Run 1, sequential cells grouped by signal name:
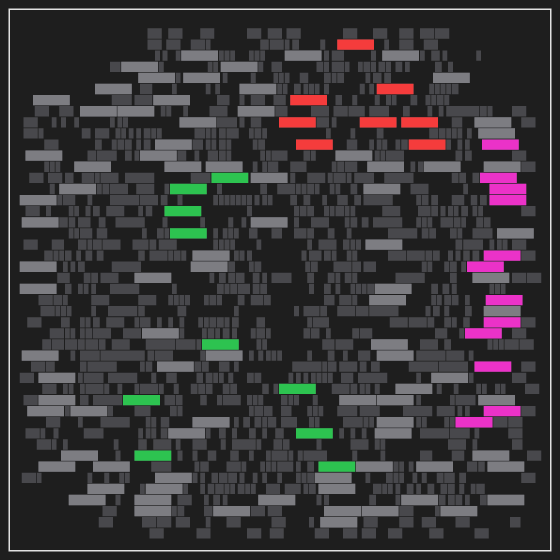
Run 1, wires at chosen ports, followed through buffers:
The bar under the picture is 50 um long.
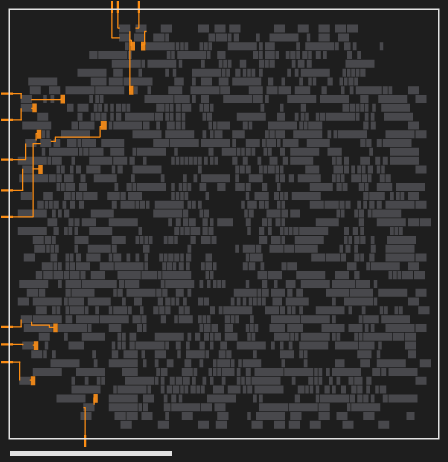
Run 1, M1 wires:
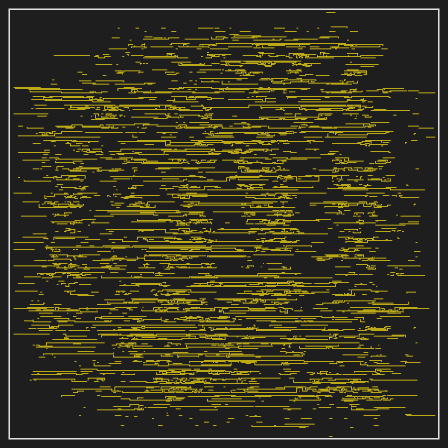
<file path="src/rtl/spu_ln_ctrl.sv">
// -----------------------------------------------------------------------------
// spu_ln_ctrl
//   Sequencer for the SPU LayerNorm datapath. Each row is read twice from the
//   activation buffer. The first pass gathers statistics (SUM_COUNT). The
//   second pass normalises the row (OUT) and writes it to the result buffer.
//   Between the passes the sequencer hands over to the divide (SUM_DIV) and
//   reciprocal-sqrt (SQRT) stages of the datapath.
//
// Ports
//   core_clk, rst_n        clock, asynchronous active-low reset
//   start, abort           job start pulse (IDLE only), synchronous abort
//   len_words, num_rows    row length in 32-bit words, rows per job
//   rd_base, wr_base       first source / destination word address
//   sum_div_finish         datapath divide complete
//   sqrt_reci_finish       datapath reciprocal-sqrt complete
//   ln_state               datapath state (IDLE 000, SUM_COUNT 001,
//                          SUM_DIV 011, SQRT 100, OUT 110)
//   sum_en, sum_div_cnt    accumulate strobe, SUM_DIV phase
//   sqrt_cnt               SQRT cycle counter
//   rd_en, rd_addr         activation-buffer read port (1-cycle latency)
//   wr_en, wr_addr         result-buffer write port
//   busy, done, err        not-IDLE, job-complete pulse, sticky sqrt timeout
// -----------------------------------------------------------------------------
module spu_ln_ctrl #(
    parameter int ADDR_W       = 12,
    parameter int LEN_W        = 10,
    parameter int ROW_W        = 8,
    parameter int SQRT_TIMEOUT = 255
) (
    input  logic              core_clk,
    input  logic              rst_n,
    input  logic              start,
    input  logic              abort,
    input  logic [LEN_W-1:0]  len_words,
    input  logic [ROW_W-1:0]  num_rows,
    input  logic [ADDR_W-1:0] rd_base,
    input  logic [ADDR_W-1:0] wr_base,
    input  logic              sum_div_finish,
    input  logic              sqrt_reci_finish,
    output logic [2:0]        ln_state,
    output logic              sum_en,
    output logic              sum_div_cnt,
    output logic [7:0]        sqrt_cnt,
    output logic              rd_en,
    output logic [ADDR_W-1:0] rd_addr,
    output logic              wr_en,
    output logic [ADDR_W-1:0] wr_addr,
    output logic              busy,
    output logic              done,
    output logic              err
);

    // FLUSH is internal only; it is presented to the datapath as OUT.
    typedef enum logic [2:0] {
        S_IDLE      = 3'b000,
        S_SUM_COUNT = 3'b001,
        S_SUM_DIV   = 3'b011,
        S_SQRT      = 3'b100,
        S_OUT       = 3'b110,
        S_FLUSH     = 3'b111
    } state_e;

    state_e            state_q, state_d;
    logic [LEN_W-1:0]  idx_q, idx_d;
    logic [LEN_W-1:0]  len_q, len_d;
    logic [ROW_W-1:0]  rows_q, rows_d;
    logic [ROW_W-1:0]  row_q, row_d;
    logic [ADDR_W-1:0] rd_base_q, rd_base_d;
    logic [ADDR_W-1:0] wr_base_q, wr_base_d;
    logic [ADDR_W-1:0] row_off_q, row_off_d;
    logic [2:0]        ln_state_q, ln_state_d;
    logic              sum_en_q, sum_en_d;
    logic              sum_div_cnt_q, sum_div_cnt_d;
    logic [7:0]        sqrt_cnt_q, sqrt_cnt_d;
    logic              rd_en_q, rd_en_d;
    logic [ADDR_W-1:0] rd_addr_q, rd_addr_d;
    logic              wr_en_q, wr_en_d;
    logic [ADDR_W-1:0] wr_addr_q, wr_addr_d;
    logic              busy_q, busy_d;
    logic              done_q, done_d;
    logic              err_q, err_d;
    logic              abort_s;

    // State, latched configuration and registered outputs.
    always_ff @(posedge core_clk or negedge rst_n) begin
        if (!rst_n) begin
            state_q       <= S_IDLE;
            idx_q         <= '0;
            len_q         <= '0;
            rows_q        <= '0;
            row_q         <= '0;
            rd_base_q     <= '0;
            wr_base_q     <= '0;
            row_off_q     <= '0;
            ln_state_q    <= 3'b000;
            sum_en_q      <= 1'b0;
            sum_div_cnt_q <= 1'b0;
            sqrt_cnt_q    <= 8'd0;
            rd_en_q       <= 1'b0;
            rd_addr_q     <= '0;
            wr_en_q       <= 1'b0;
            wr_addr_q     <= '0;
            busy_q        <= 1'b0;
            done_q        <= 1'b0;
            err_q         <= 1'b0;
        end else begin
            state_q       <= state_d;
            idx_q         <= idx_d;
            len_q         <= len_d;
            rows_q        <= rows_d;
            row_q         <= row_d;
            rd_base_q     <= rd_base_d;
            wr_base_q     <= wr_base_d;
            row_off_q     <= row_off_d;
            ln_state_q    <= ln_state_d;
            sum_en_q      <= sum_en_d;
            sum_div_cnt_q <= sum_div_cnt_d;
            sqrt_cnt_q    <= sqrt_cnt_d;
            rd_en_q       <= rd_en_d;
            rd_addr_q     <= rd_addr_d;
            wr_en_q       <= wr_en_d;
            wr_addr_q     <= wr_addr_d;
            busy_q        <= busy_d;
            done_q        <= done_d;
            err_q         <= err_d;
        end
    end

    // Next-state sequencing, then outputs derived from the next state so they
    // leave the flops already aligned with ln_state.
    always_comb begin
        state_d       = state_q;
        idx_d         = idx_q;
        len_d         = len_q;
        rows_d        = rows_q;
        row_d         = row_q;
        rd_base_d     = rd_base_q;
        wr_base_d     = wr_base_q;
        row_off_d     = row_off_q;
        sum_div_cnt_d = sum_div_cnt_q;
        sqrt_cnt_d    = sqrt_cnt_q;
        done_d        = 1'b0;
        err_d         = err_q;
        abort_s       = abort && (state_q != S_IDLE);

        case (state_q)
            S_IDLE: begin
                if (start) begin
                    len_d     = len_words;
                    rows_d    = num_rows;
                    rd_base_d = rd_base;
                    wr_base_d = wr_base;
                    row_off_d = '0;
                    row_d     = '0;
                    idx_d     = '0;
                    err_d     = 1'b0;
                    if ((len_words == '0) || (num_rows == '0)) begin
                        done_d = 1'b1;
                    end else begin
                        state_d = S_SUM_COUNT;
                    end
                end else begin
                    state_d = S_IDLE;
                end
            end
            S_SUM_COUNT: begin
                // The extra idx==len cycle lets the last sum_en land first.
                if (idx_q == len_q) begin
                    idx_d         = '0;
                    sum_div_cnt_d = 1'b0;
                    state_d       = S_SUM_DIV;
                end else begin
                    idx_d = idx_q + LEN_W'(1'b1);
                end
            end
            S_SUM_DIV: begin
                if (sum_div_cnt_q == 1'b0) begin
                    sum_div_cnt_d = 1'b1;
                end else if (sum_div_finish) begin
                    sum_div_cnt_d = 1'b0;
                    sqrt_cnt_d    = 8'd0;
                    state_d       = S_SQRT;
                end else begin
                    sum_div_cnt_d = 1'b1;
                end
            end
            S_SQRT: begin
                // A finish in the timeout cycle still counts as success.
                if (sqrt_reci_finish) begin
                    sqrt_cnt_d = 8'd0;
                    idx_d      = '0;
                    state_d    = S_OUT;
                end else if (sqrt_cnt_q == 8'(SQRT_TIMEOUT)) begin
                    sqrt_cnt_d = 8'd0;
                    err_d      = 1'b1;
                    state_d    = S_FLUSH;
                end else begin
                    sqrt_cnt_d = sqrt_cnt_q + 8'd1;
                end
            end
            S_OUT: begin
                if (idx_q == len_q) begin
                    idx_d     = '0;
                    row_off_d = row_off_q + ADDR_W'(len_q);
                    row_d     = row_q + ROW_W'(1'b1);
                    if (row_d == rows_q) begin
                        done_d  = 1'b1;
                        state_d = S_IDLE;
                    end else begin
                        state_d = S_SUM_COUNT;
                    end
                end else begin
                    idx_d = idx_q + LEN_W'(1'b1);
                end
            end
            S_FLUSH: begin
                state_d = S_IDLE;
            end
            default: begin
                state_d = S_IDLE;
            end
        endcase

        if (abort_s) begin
            state_d       = S_FLUSH;
            idx_d         = '0;
            sum_div_cnt_d = 1'b0;
            sqrt_cnt_d    = 8'd0;
            done_d        = 1'b0;
        end else begin
            state_d = state_d;
        end

        ln_state_d = (state_d == S_FLUSH) ? 3'b110 : state_d;
        busy_d     = (state_d != S_IDLE);
        rd_en_d    = ((state_d == S_SUM_COUNT) || (state_d == S_OUT)) && (idx_d < len_d);
        rd_addr_d  = rd_en_d ? (rd_base_d + row_off_d + ADDR_W'(idx_d)) : '0;
        // Reads issued this cycle become accumulate strobes or writes next cycle.
        sum_en_d   = rd_en_q && (state_q == S_SUM_COUNT) && !abort_s;
        wr_en_d    = rd_en_q && (state_q == S_OUT) && !abort_s;
        wr_addr_d  = wr_en_d ? (wr_base_q + row_off_q + ADDR_W'(idx_q)) : '0;
    end

    assign ln_state    = ln_state_q;
    assign sum_en      = sum_en_q;
    assign sum_div_cnt = sum_div_cnt_q;
    assign sqrt_cnt    = sqrt_cnt_q;
    assign rd_en       = rd_en_q;
    assign rd_addr     = rd_addr_q;
    assign wr_en       = wr_en_q;
    assign wr_addr     = wr_addr_q;
    assign busy        = busy_q;
    assign done        = done_q;
    assign err         = err_q;

endmodule

</file>
<file path="config.mk">
export PLATFORM = sky130hd
export DESIGN_NAME = spu_ln_ctrl
export DESIGN_NICKNAME = d
export VERILOG_FILES = /design/src/rtl/spu_ln_ctrl.sv
export SDC_FILE = /design/constraint.sdc
export NUM_CORES = 1
export LEC_CHECK = 0
export ABC_AREA = 1
export ABC_CLOCK_PERIOD_IN_PS = 4700
export CAP_MARGIN = 10
export CORE_MARGIN = 2
export CORE_UTILIZATION = 45
export CTS_BUF_LIST = sky130_fd_sc_hd__clkbuf_8
export DETAILED_ROUTE_END_ITERATION = 7
export PLACE_DENSITY_LB_ADDON = 0.1
export SLEW_MARGIN = 10
export SYNTH_ARGS = -nofsm -noshare
export SYNTH_HDL_FRONTEND = slang
export SYNTH_SLANG_ARGS = --single-unit
</file>
<file path="constraint.sdc">
create_clock -name core_clk -period 4.7 [get_ports core_clk]
set_input_delay 0.94 -clock core_clk [delete_from_list [all_inputs] [get_ports core_clk]]
set_output_delay 0.94 -clock core_clk [all_outputs]
set_load 0.03 [all_outputs]
</file>
==> run summary, run 1 <==
run results: Iter 0 DRT Violations roughly 350, Max VDD drop roughly 360 uV, vias in the first global route 6,096, register area share after synthesis 0.3957, Die H ~130 um, Root Driver clkbuf_8, TNS Setup 0 ps, Top cells excl fill/tap nand2_1 (251), inv_1 (117), dfrtp_1 (117), P&R area growth vs syn 20.48%, Setup violations, final 0, ys cells approximately 910, Post-synth top cells nand2_1 (251), dfrtp_1 (117), inv_1 (110), o21ai_0 (61), nor2_1 (58), total length of routed wires around 19,000 um, Cell Type Count around 43, outcome finished clean, Async SR Flop Fraction 1.000, Clock Sinks ~120, Flops after synth about 120, fraction of layout instances using a drive strength above 1 0.09109, CP Class flop to flop
-- 'sequential cells grouped by signal name' (at the start) --
| netlist name | color | placed flops |
|---|---|---|
| row_q | red | 8 |
| len_q | green | 10 |
| wr_addr | magenta | 12 |
Reg area: 0.002928 mm2
fin util: 0.5572

-- 'wires at chosen ports, followed through buffers' (at the start) --
| port | color | bits | direction | end cells | wire |
|---|---|---|---|---|---|
| rd_base | orange | 12 | input | 12 | 184 um |
# port buffers: 89
# IOs: 90

-- 'M1 wires' (at the start) --
share of all routed wire: 47%
wire length on this layer: 9,120 um
DR vias: 6,332
met1 layer usage reported by global route: 0.3250

run 1: logic make-up (layout without fill, tap and decap cells):
group                      Yosys count  after routing  share of synthesized area
DFF                                117            117                     0.3957
adders and majority gates           67             67                     0.1366
AOI/OAI and AO/OA                  148            148                     0.1135
buffers and inverters              139            258                    0.07305
xor gates and xnor gates            25             25                    0.03145
and+or+nand+nor                    417            417                     0.2497
run 1: layout make-up:
class	instances	area, um2	share of cell area
tap	216	270.3	0.03032
multi-input combinational	657	3931	0.4410
inverter	127	476.7	0.05347
clock inverter	12	76.32	0.008561
clock buffer	19	261.5	0.02933
sequential	117	2928	0.3284
timing repair buffer	100	970.9	0.1089
run 1: metrics by stage:
stage	util	instance area (um2)	instances	total power [mW]
final	0.5572	8915	1248	5.181
after global routing	0.5572	8915	1248	5.646
after floorplan	-	7400	913	3.579
after global placement	0.5360	8577	1217	4.340
after detailed placement	0.5360	8577	1217	4.352
after CTS	0.5572	8915	1248	5.216
run 1: routing by layer:
| metal | vias up | global-route usage | share of wire |
|---|---|---|---|
| li1 | 3172 | - | - |
| met4 | 0 | 0.09498 | 0.027 |
| met1 | 2944 | 0.3250 | 0.47 |
| met2 | 182 | 0.3672 | 0.46 |
| met5 | - | 0 | 0 |
| met3 | 34 | 0.04344 | 0.047 |
run 1: flip-flops by register name (all words and copies together), names as in the netlist, 3 cells and up:
register,cells
row_q,8
row_off_q,12
rd_addr,12
idx_q,10
rd_base_q,12
rows_q,8
wr_addr,12
wr_base_q,12
state_q,3
len_q,10
ln_state,3
sqrt_cnt,8
run 1: critical path, cell delays in order, from the launching register on:
cell and delay, ps:
dfrtp_1 500, inv_1 70, nand2_1 70, nand2_1 70, nor2_1 190, nand2_2 90
nor2_4 110, nand2_4 100, nor2_8 180, inv_2 140, nand2_4 160, inv_2 140
nand2_1 80, o21ai_0 260, fa_1 480, ha_1 370, a21oi_1 240, nand2_1 100
nand2_1 80, nand2_1 50, a21oi_1 180, nor2_1 60, o21ai_0 140, nand2_1 80
xor2_1 160, nor2_2 60
run 1: worst paths after layout:
path / startpoint / end / slack [ps] / cells after the start
setup / recovery: idx_q[1] / rd_addr[8] / 410 / 25
hold / removal: rd_base_q[10] / rd_base_q[10] / 490 / 2
setup reg to reg: idx_q[1] / rd_addr[8] / 410 / 25
hold reg to reg: rd_base_q[10] / rd_base_q[10] / 490 / 2
max in group asynchronous: rst_n / rd_base_q[1] / 3200 / 2
min in group asynchronous: rst_n / sqrt_cnt[4] / 580 / 1
run 1: power breakdown:
part	internal [mW]	leakage, nW	switching (mW)	total, mW
combinational	1.03	2.83	1.75	2.78
sequential	1.33	1.51	0.254	1.58
clock	0.424	0.204	0.393	0.817
total	2.79	4.54	2.39	5.18
--- run 2 (diff from run 1) ---
--- a/config.mk
+++ b/config.mk
@@ -6,12 +6,13 @@
 export NUM_CORES = 1
 export LEC_CHECK = 0
 export ABC_AREA = 1
-export ABC_CLOCK_PERIOD_IN_PS = 4700
+export ABC_CLOCK_PERIOD_IN_PS = 4100
 export CAP_MARGIN = 10
 export CORE_MARGIN = 2
 export CORE_UTILIZATION = 45
 export CTS_BUF_LIST = sky130_fd_sc_hd__clkbuf_8
 export DETAILED_ROUTE_END_ITERATION = 7
+export MAX_ROUTING_LAYER = met4
 export PLACE_DENSITY_LB_ADDON = 0.1
 export SLEW_MARGIN = 10
 export SYNTH_ARGS = -nofsm -noshare
==> constraint.sdc (replaced) <==
create_clock -name core_clk -period 4.1 [get_ports core_clk]
set_input_delay 0.82 -clock core_clk [delete_from_list [all_inputs] [get_ports core_clk]]
set_output_delay 0.82 -clock core_clk [all_outputs]
set_load 0.03 [all_outputs]
==> run summary, run 2 <==
run results: placer congestion estimate 0.9619, Hold WC Path Type primary input to asynchronous set/reset pin, Post-synth top flop dfrtp_1, Synth top area share 0.3957, min Tclk post-route ~3800 ps, DR vias 6,404 (+1.1%), register area share after synthesis 0.3957 (unchanged), Yosys Warn Count 0, GRT Total Usage 0.2421, initial antenna violation count 0, Die H 132.2 um (unchanged), hold_ws ~470 ps, Top cells excl fill/tap nand2_1 (251), inv_1 (111), dfrtp_1 (111), fraction of layout instances using a drive strength above 1 0.1402 (+0.04910), ys cells 913 (unchanged), Flops after synth 117 (unchanged), Setup violations, final 0 (unchanged), Remaining DRCs 0, initial core utilization 0.4625, # port buffers 89 (unchanged), Vias/cell about 5.0, power density over the cells 663.5 mW/mm2, Clock Sinks 117 (unchanged), Async SR Flop Fraction 1.000 (unchanged), outcome finished clean, Worst Setup SP idx_q[6], DR WL/cell 15.01 um, Iter 0 DRT Violations 384 (+11%), die width roughly 130 um, CP Max Fanout 6, largest cells by area after synthesis dfrtp_1 (40%), nand2_1 (13%), ha_1 (7.4%), fa_1 (6.2%), inv_1 (5.6%), final antenna-violating net count 0, Critical R2R Launch idx_q[6], P&R area growth vs syn 25.06%, n_diodes 0, cell area after synthesis 0.007400 mm2, CP Class flop to flop, Worst-Margin Slew just under 900 ps, vias in the first global route 6,342 (+4.0%), CORE AREA roughly 0.016 mm2, Max VDD drop 366.0 uV (+2.7%), dominant logic cell type in the layout nand2_1, Tool Warnings 26, Tot Pwr 6.140 mW (+19%), # IOs 90 (unchanged), Cell Type Count 43 (unchanged), Post-synth top cells nand2_1 (251), dfrtp_1 (117), inv_1 (110), o21ai_0 (61), nor2_1 (58), Root Driver clkbuf_8
## run 2: worst paths after layout
check	end	slack [ps]	cells after the start
setup / recovery	rd_addr[11]	290	22
hold / removal	sqrt_cnt[4]	470	1
setup reg to reg	rd_addr[11]	290	22
hold reg to reg	rd_base_q[10]	500	2
max in group asynchronous	rows_q[3]	2860	2
min in group core_clk	rd_base_q[10]	500	2
## run 2: cell type report
cell class	count	area, um2
Timing Repair Buffer	138	1281
Inverter	127	476.7
Tap cell	216	270.3
Sequential cell	117	2935
Clock buffer	20	275.3
Multi-Input combinational cell	657	3953
Clock inverter	11	62.56
Fill cell	1505	6746
## run 2: critical path, stage by stage (launching register included)
cell and delay (ps):
dfrtp_1 490, inv_2 100, nand2_1 70, nand2_1 50
nor2_1 120, nand2_2 80, inv_2 100, nand2_4 110
nor2_8 100, inv_2 90, buf_4 150, o21ai_0 470
fa_1 530, ha_1 320, nand2_1 80, o21ai_0 130
nand2_1 100, o211ai_1 80, a31oi_1 260, inv_1 70
nand3_1 80, nand2_1 50, nor2_1 100
## run 2: cells by family (layout without fill, tap and decap cells)
logic type | count (synthesis) | after routing | synth area share
DFF | 117 | 117 | 0.3957
adders and majority gates | 67 | 67 | 0.1366
and+or+nand+nor | 417 | 417 | 0.2497
xor gates and xnor gates | 25 | 25 | 0.03145
buffers and inverters | 139 | 296 | 0.07305
AOI/OAI and AO/OA | 148 | 148 | 0.1135
## run 2: metrics by stage
stage | setup TNS, ps | instances | setup WS [ps] | area [um2] | utilization
CTS | 0 | 1286 | 153.7 | 9225 | 0.5766
global placement | -78.18 | 1255 | -48.07 | 8887 | 0.5554
detailed placement | -107.1 | 1255 | -64.33 | 8887 | 0.5554
floorplan | 0 | 913 | 595.5 | 7400 | -
finish | 0 | 1286 | 294.7 | 9254 | 0.5784
global route | -2.134 | 1286 | -2.134 | 9254 | 0.5784
## run 2: power by group
group | internal [mW] | switching, mW | total (mW)
clock network | 0.451 | 0.475 | 0.926
logic | 1.35 | 2.06 | 3.41
registers | 1.53 | 0.278 | 1.80
total | 3.32 | 2.82 | 6.14
## run 2: metal layers
metal | vias up | wire length, um | track usage
li1 | 3256 | - | -
met1 | 2973 | 9094 | 0.3200
met2 | 146 | 8817 | 0.3750
met3 | 29 | 910 | 0.05037
met4 | 0 | 486 | 0.07766
met5 | - | 0 | -
Run 2, M1 wires:
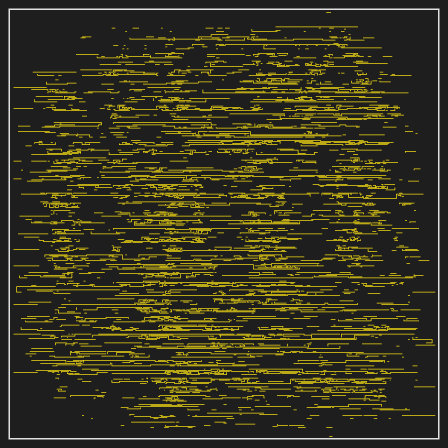
longest straight run: 45.5 um
share of all routed wire: 47%
main direction: horizontal
total length of routed wires: 19,310 um
met1 layer usage reported by global route: 0.3200

Power figures rest on the tool's default switching activity, not on a simulated workload.
